--- src/rtl/adv_ddr_pkg.sv ---
// Shared types and constants for the ADV7511-style DDR receive path.
package adv_ddr_pkg;

    // Default counter widths and the runt-line threshold.
    localparam int H_W_DEF       = 12;
    localparam int V_W_DEF       = 11;
    localparam int MIN_H_ACT_DEF = 16;

    // Width of one DDR half-pixel on the pins.
    localparam int HALF_W        = 12;

    // 720p active geometry, handy for benches and bring-up checks.
    localparam int H_ACT_720P    = 1280;
    localparam int V_ACT_720P    = 720;

    // Lock state machine.
    typedef enum logic [1:0] {
        ST_SEARCH  = 2'd0,
        ST_MEASURE = 2'd1,
        ST_CHECK   = 2'd2,
        ST_LOCKED  = 2'd3
    } lock_state_e;

endpackage

--- src/rtl/adv_ddr_rx_meas.sv ---
// Active-video measurement and lock tracking, driven purely by the
// reassembled pixel strobe with its DE and VSYNC.
module adv_ddr_rx_meas
    import adv_ddr_pkg::*;
#(
    parameter int H_W       = H_W_DEF,
    parameter int V_W       = V_W_DEF,
    parameter int MIN_H_ACT = MIN_H_ACT_DEF
) (
    input  logic           clk_in,
    input  logic           reset_n,
    input  logic           pix_vld,
    input  logic           de,
    input  logic           vs,
    output logic [H_W-1:0] h_active,
    output logic [V_W-1:0] v_active,
    output logic           locked
);

    localparam logic [H_W-1:0] MIN_W = H_W'(MIN_H_ACT);

    logic           de_prev_q, de_prev_d;
    logic           vs_prev_q, vs_prev_d;
    logic [H_W-1:0] px_cnt_q, px_cnt_d;
    logic [V_W-1:0] line_cnt_q, line_cnt_d;
    logic [H_W-1:0] width_q, width_d;

    logic [H_W-1:0] ref_w_q;
    logic [V_W-1:0] ref_l_q;
    logic [H_W-1:0] h_act_q;
    logic [V_W-1:0] v_act_q;
    logic           locked_q;
    lock_state_e    state_q;

    logic           de_fall;
    logic           vs_fall;
    logic           line_ok;
    logic [H_W-1:0] width_eff;
    logic [V_W-1:0] lines_eff;
    logic           frame_match;

    // Edge detection and line/pixel counting. A line landing on the same
    // pixel as the frame boundary is folded into that frame via *_eff.
    always_comb begin
        de_prev_d  = de_prev_q;
        vs_prev_d  = vs_prev_q;
        px_cnt_d   = px_cnt_q;
        de_fall    = pix_vld & de_prev_q & ~de;
        vs_fall    = pix_vld & vs_prev_q & ~vs;
        line_ok    = de_fall && (px_cnt_q >= MIN_W);
        width_eff  = line_ok ? px_cnt_q : width_q;
        lines_eff  = line_cnt_q;
        if (line_ok && line_cnt_q != '1)
            lines_eff = line_cnt_q + 1'b1;
        if (pix_vld) begin
            de_prev_d = de;
            vs_prev_d = vs;
            if (de)
                px_cnt_d = (px_cnt_q != '1) ? px_cnt_q + 1'b1 : px_cnt_q;
            else
                px_cnt_d = '0;
        end
        width_d     = width_eff;
        line_cnt_d  = vs_fall ? '0 : lines_eff;
        frame_match = (width_eff == ref_w_q) && (lines_eff == ref_l_q);
    end

    // Counter and previous-sync registers.
    always_ff @(posedge clk_in or negedge reset_n) begin
        if (!reset_n) begin
            de_prev_q  <= 1'b0;
            vs_prev_q  <= 1'b0;
            px_cnt_q   <= '0;
            line_cnt_q <= '0;
            width_q    <= '0;
        end else begin
            de_prev_q  <= de_prev_d;
            vs_prev_q  <= vs_prev_d;
            px_cnt_q   <= px_cnt_d;
            line_cnt_q <= line_cnt_d;
            width_q    <= width_d;
        end
    end

    // Lock FSM: needs two consecutive matching, non-empty frames to lock.
    always_ff @(posedge clk_in or negedge reset_n) begin
        if (!reset_n) begin
            state_q  <= ST_SEARCH;
            ref_w_q  <= '0;
            ref_l_q  <= '0;
            h_act_q  <= '0;
            v_act_q  <= '0;
            locked_q <= 1'b0;
        end else if (vs_fall) begin
            case (state_q)
                ST_SEARCH: state_q <= ST_MEASURE;
                ST_MEASURE: begin
                    ref_w_q <= width_eff;
                    ref_l_q <= lines_eff;
                    h_act_q <= width_eff;
                    v_act_q <= lines_eff;
                    state_q <= ST_CHECK;
                end
                ST_CHECK: begin
                    h_act_q <= width_eff;
                    v_act_q <= lines_eff;
                    if (frame_match && lines_eff != '0) begin
                        state_q  <= ST_LOCKED;
                        locked_q <= 1'b1;
                    end else begin
                        ref_w_q <= width_eff;
                        ref_l_q <= lines_eff;
                    end
                end
                ST_LOCKED: begin
                    h_act_q <= width_eff;
                    v_act_q <= lines_eff;
                    if (!frame_match) begin
                        state_q  <= ST_SEARCH;
                        locked_q <= 1'b0;
                    end
                end
                default: begin
                    state_q  <= ST_SEARCH;
                    locked_q <= 1'b0;
                end
            endcase
        end else if (state_q == ST_LOCKED && line_ok && px_cnt_q != ref_w_q) begin
            // A single off-width line while locked drops lock immediately.
            state_q  <= ST_SEARCH;
            locked_q <= 1'b0;
        end
    end

    assign h_active = h_act_q;
    assign v_active = v_act_q;
    assign locked   = locked_q;

endmodule

--- src/rtl/adv_ddr_rx.sv ---
// DDR half-pixel receiver: registers the pins, pairs low/high halves into
// 24-bpp pixels with their syncs, flags phase errors and measures video.
module adv_ddr_rx
    import adv_ddr_pkg::*;
#(
    parameter int H_W       = H_W_DEF,
    parameter int V_W       = V_W_DEF,
    parameter int MIN_H_ACT = MIN_H_ACT_DEF
) (
    input  logic              clk_in,
    input  logic              reset_n,
    input  logic              ddr_clk_pixel,
    input  logic              ddr_de,
    input  logic              ddr_hsync,
    input  logic              ddr_vsync,
    input  logic [HALF_W-1:0] ddr_data,
    output logic              pixel_valid,
    output logic [23:0]       data_out,
    output logic              de_out,
    output logic              hsync_out,
    output logic              vsync_out,
    output logic [H_W-1:0]    h_active,
    output logic [V_W-1:0]    v_active,
    output logic              locked,
    output logic              phase_err
);

    // Registered pin copies; in_vld_q keeps the reset value of the pin
    // register from being mistaken for a real phase-0 sample.
    logic              in_vld_q;
    logic              ph_q;
    logic              de_in_q;
    logic              hs_in_q;
    logic              vs_in_q;
    logic [HALF_W-1:0] dat_in_q;

    logic              pend_q, pend_d;
    logic [HALF_W-1:0] lo_q, lo_d;
    logic              hde_q, hde_d;
    logic              hhs_q, hhs_d;
    logic              hvs_q, hvs_d;
    logic              vld_q, vld_d;
    logic [23:0]       dout_q, dout_d;
    logic              deo_q, deo_d;
    logic              hso_q, hso_d;
    logic              vso_q, vso_d;
    logic              perr_q, perr_d;

    // Single input register stage on all DDR pins.
    always_ff @(posedge clk_in or negedge reset_n) begin
        if (!reset_n) begin
            in_vld_q <= 1'b0;
            ph_q     <= 1'b0;
            de_in_q  <= 1'b0;
            hs_in_q  <= 1'b0;
            vs_in_q  <= 1'b0;
            dat_in_q <= '0;
        end else begin
            in_vld_q <= 1'b1;
            ph_q     <= ddr_clk_pixel;
            de_in_q  <= ddr_de;
            hs_in_q  <= ddr_hsync;
            vs_in_q  <= ddr_vsync;
            dat_in_q <= ddr_data;
        end
    end

    // Phase assembly: phase 1 holds the low half and syncs, the next phase 0
    // completes the pixel. Out-of-order halves set the sticky error.
    always_comb begin
        pend_d = pend_q;
        lo_d   = lo_q;
        hde_d  = hde_q;
        hhs_d  = hhs_q;
        hvs_d  = hvs_q;
        vld_d  = 1'b0;
        dout_d = dout_q;
        deo_d  = deo_q;
        hso_d  = hso_q;
        vso_d  = vso_q;
        perr_d = perr_q;
        if (in_vld_q) begin
            if (ph_q) begin
                if (pend_q)
                    perr_d = 1'b1;
                lo_d   = dat_in_q;
                hde_d  = de_in_q;
                hhs_d  = hs_in_q;
                hvs_d  = vs_in_q;
                pend_d = 1'b1;
            end else if (pend_q) begin
                vld_d  = 1'b1;
                dout_d = {dat_in_q, lo_q};
                deo_d  = hde_q;
                hso_d  = hhs_q;
                vso_d  = hvs_q;
                pend_d = 1'b0;
            end else begin
                perr_d = 1'b1;
            end
        end
    end

    // Assembly state and registered pixel outputs.
    always_ff @(posedge clk_in or negedge reset_n) begin
        if (!reset_n) begin
            pend_q <= 1'b0;
            lo_q   <= '0;
            hde_q  <= 1'b0;
            hhs_q  <= 1'b0;
            hvs_q  <= 1'b0;
            vld_q  <= 1'b0;
            dout_q <= '0;
            deo_q  <= 1'b0;
            hso_q  <= 1'b0;
            vso_q  <= 1'b0;
            perr_q <= 1'b0;
        end else begin
            pend_q <= pend_d;
            lo_q   <= lo_d;
            hde_q  <= hde_d;
            hhs_q  <= hhs_d;
            hvs_q  <= hvs_d;
            vld_q  <= vld_d;
            dout_q <= dout_d;
            deo_q  <= deo_d;
            hso_q  <= hso_d;
            vso_q  <= vso_d;
            perr_q <= perr_d;
        end
    end

    assign pixel_valid = vld_q;
    assign data_out    = dout_q;
    assign de_out      = deo_q;
    assign hsync_out   = hso_q;
    assign vsync_out   = vso_q;
    assign phase_err   = perr_q;

    adv_ddr_rx_meas #(
        .H_W       (H_W),
        .V_W       (V_W),
        .MIN_H_ACT (MIN_H_ACT)
    ) u_meas (
        .clk_in   (clk_in),
        .reset_n  (reset_n),
        .pix_vld  (vld_q),
        .de       (deo_q),
        .vs       (vso_q),
        .h_active (h_active),
        .v_active (v_active),
        .locked   (locked)
    );

endmodule

--- config.mk ---
export PLATFORM = sky130hd
export DESIGN_NAME = adv_ddr_rx
export DESIGN_NICKNAME = d
export VERILOG_FILES = /design/src/rtl/adv_ddr_pkg.sv /design/src/rtl/adv_ddr_rx_meas.sv /design/src/rtl/adv_ddr_rx.sv
export SDC_FILE = /design/constraint.sdc
export NUM_CORES = 1
export LEC_CHECK = 0
export CAP_MARGIN = 15
export CORE_MARGIN = 2
export CORE_UTILIZATION = 51
export DETAILED_ROUTE_END_ITERATION = 10
export PLACE_DENSITY = 0.76
export SLEW_MARGIN = 20
export SYNTH_ARGS = -nofsm -noshare
export SYNTH_HDL_FRONTEND = slang
export SYNTH_SLANG_ARGS = --single-unit
--- constraint.sdc ---
create_clock -name clk_in -period 3.2 [get_ports clk_in]
set_clock_uncertainty 0.2 [all_clocks]
set_input_delay 0.64 -clock clk_in [delete_from_list [all_inputs] [get_ports clk_in]]
set_output_delay 0.64 -clock clk_in [all_outputs]
set_load 0.01 [all_outputs]
Fig. 1: M1 wires
Cells faint in the background.
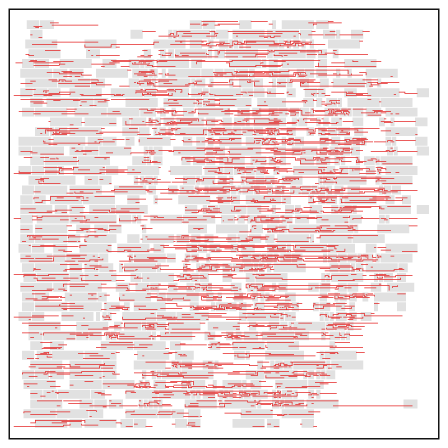
The layer holds 44% of the routed length. The layer carries 7260 um of wire.
grt met1 use: 0.321
DRT Wirelength: 16700 um
Via Count: 5084

Fig. 2: metal 2
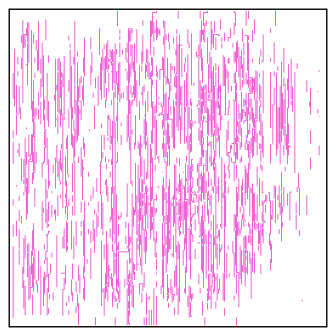
The layer holds 49% of the routed length. 686 nets have wire on it. The longest straight run is 52.0 um.

Fig. 3: M3 wires
Cells faint in the background.
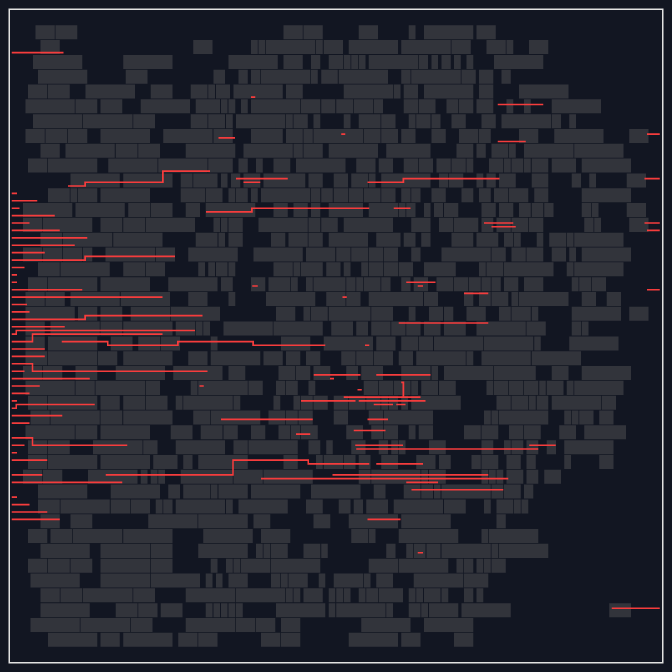
The longest straight run is 45.1 um. The wires run mostly horizontal. The layer carries 945 um of wire. 78 nets have wire on it. The layer holds 5.7% of the routed length.
GR Util met3: 0.0675

Fig. 4: metal 4
Scale bar: 20 um. Cells faint in the background.
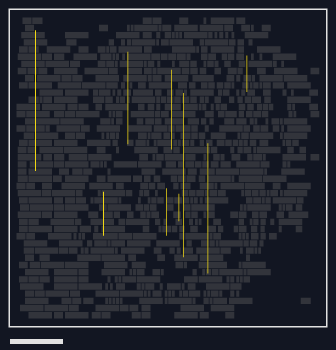
The wires run mostly vertical. The layer holds 1.7% of the routed length. The layer carries 286 um of wire.

Fig. 5: congestion heat map
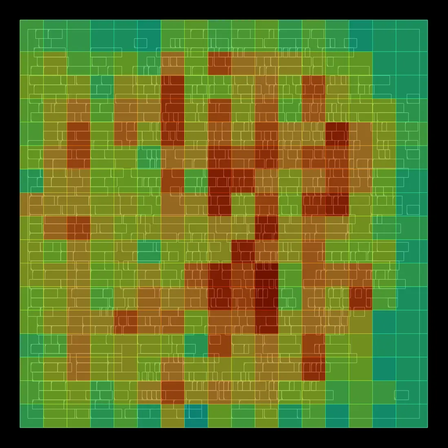
WL/cell: 17.7 um
Post-Route Utilization: 0.682
gr usage total: 0.253
gr busiest metal: met2

==> flow_metrics.py <==
# Synthesis and PnR figures
metrics = {
    "power": {
        "finalPower_mw": 4.82,
        "pg_clk_mw": 1.92,
        "internal_power_mw": 3.56,
    },
    "clock_network": {
        "holdBufCountCts": 0,
        "cts_buffers": 17,
        "worst_skew_pair.late_latency_ns": 0.42,
        "clk_path_buf_depth": 2,
    },
    "flow_run": {
        "cap_viol_max_count": 0,
    },
    "timing": {
        "max_freq_mhz": 296,
        "holdWs_ns": -0.00331,
        "setup_viol": 24,
        "setup_ws_ns": -0.173,
        "hold_violations": 2,
    },
    "outcome": {
        "violations": "hold timing, setup timing",
        "status": "finished, violations left",
    },
    "final_layout": {
        "n_fill_cell": 1000,
        "largestClassByArea": "flip-flops and latches",
    },
    "synth": {
        "synthAoiAreaFrac": 0.0924,
        "ys_area_um2": 6830,
        "topCombFamilyByArea": "simple AND/OR/NAND/NOR gates",
        "synth.cells.most_frequent": "dfrtp_1, nand2_1, mux2_2",
    },
    "die": {
        "rows": 42,
    },
    "place": {
        "placed_area_um2": 8220,
    },
    "worst_setup_path": {
        "r2r_slack_ns": -0.17,
        "arrival_ns": 3.48,
        "crit_cells": 11,
    },
    "grt": {
        "grt_overflow_total": 0,
        "grt_max_degree": 65,
        "antenna_found_initial": 0,
    },
}
[registers in the layout (all words and copies together), names as in the netlist, 2 cells and up]
| signal | cells |
|---|---|
| u_meas.h_active | 12 |
| data_out | 24 |
| u_meas.px_cnt_q | 12 |
| u_meas.width_q | 12 |
| u_meas.ref_w_q | 12 |
| dat_in_q | 12 |
| u_meas.line_cnt_q | 11 |
| u_meas.v_active | 11 |
| u_meas.ref_l_q | 11 |
| lo_q | 12 |
| u_meas.state_q | 2 |
[logic make-up (layout without fill, tap and decap cells)]
family,Yosys count,after routing
simple gates,185,185
flops,148,148
compound gates,87,87
mux,73,73
buf+inv,63,223
xor+xnor,40,40
fa+ha+maj,9,9
other cells,1,1
[metal layers]
metal	wire length (um)	up-vias
met3	945	23
met4	286	0
li1	-	2404
met2	8170	129
met1	7260	2528
met5	0	-
Power is estimated from default activity; no workload was simulated.
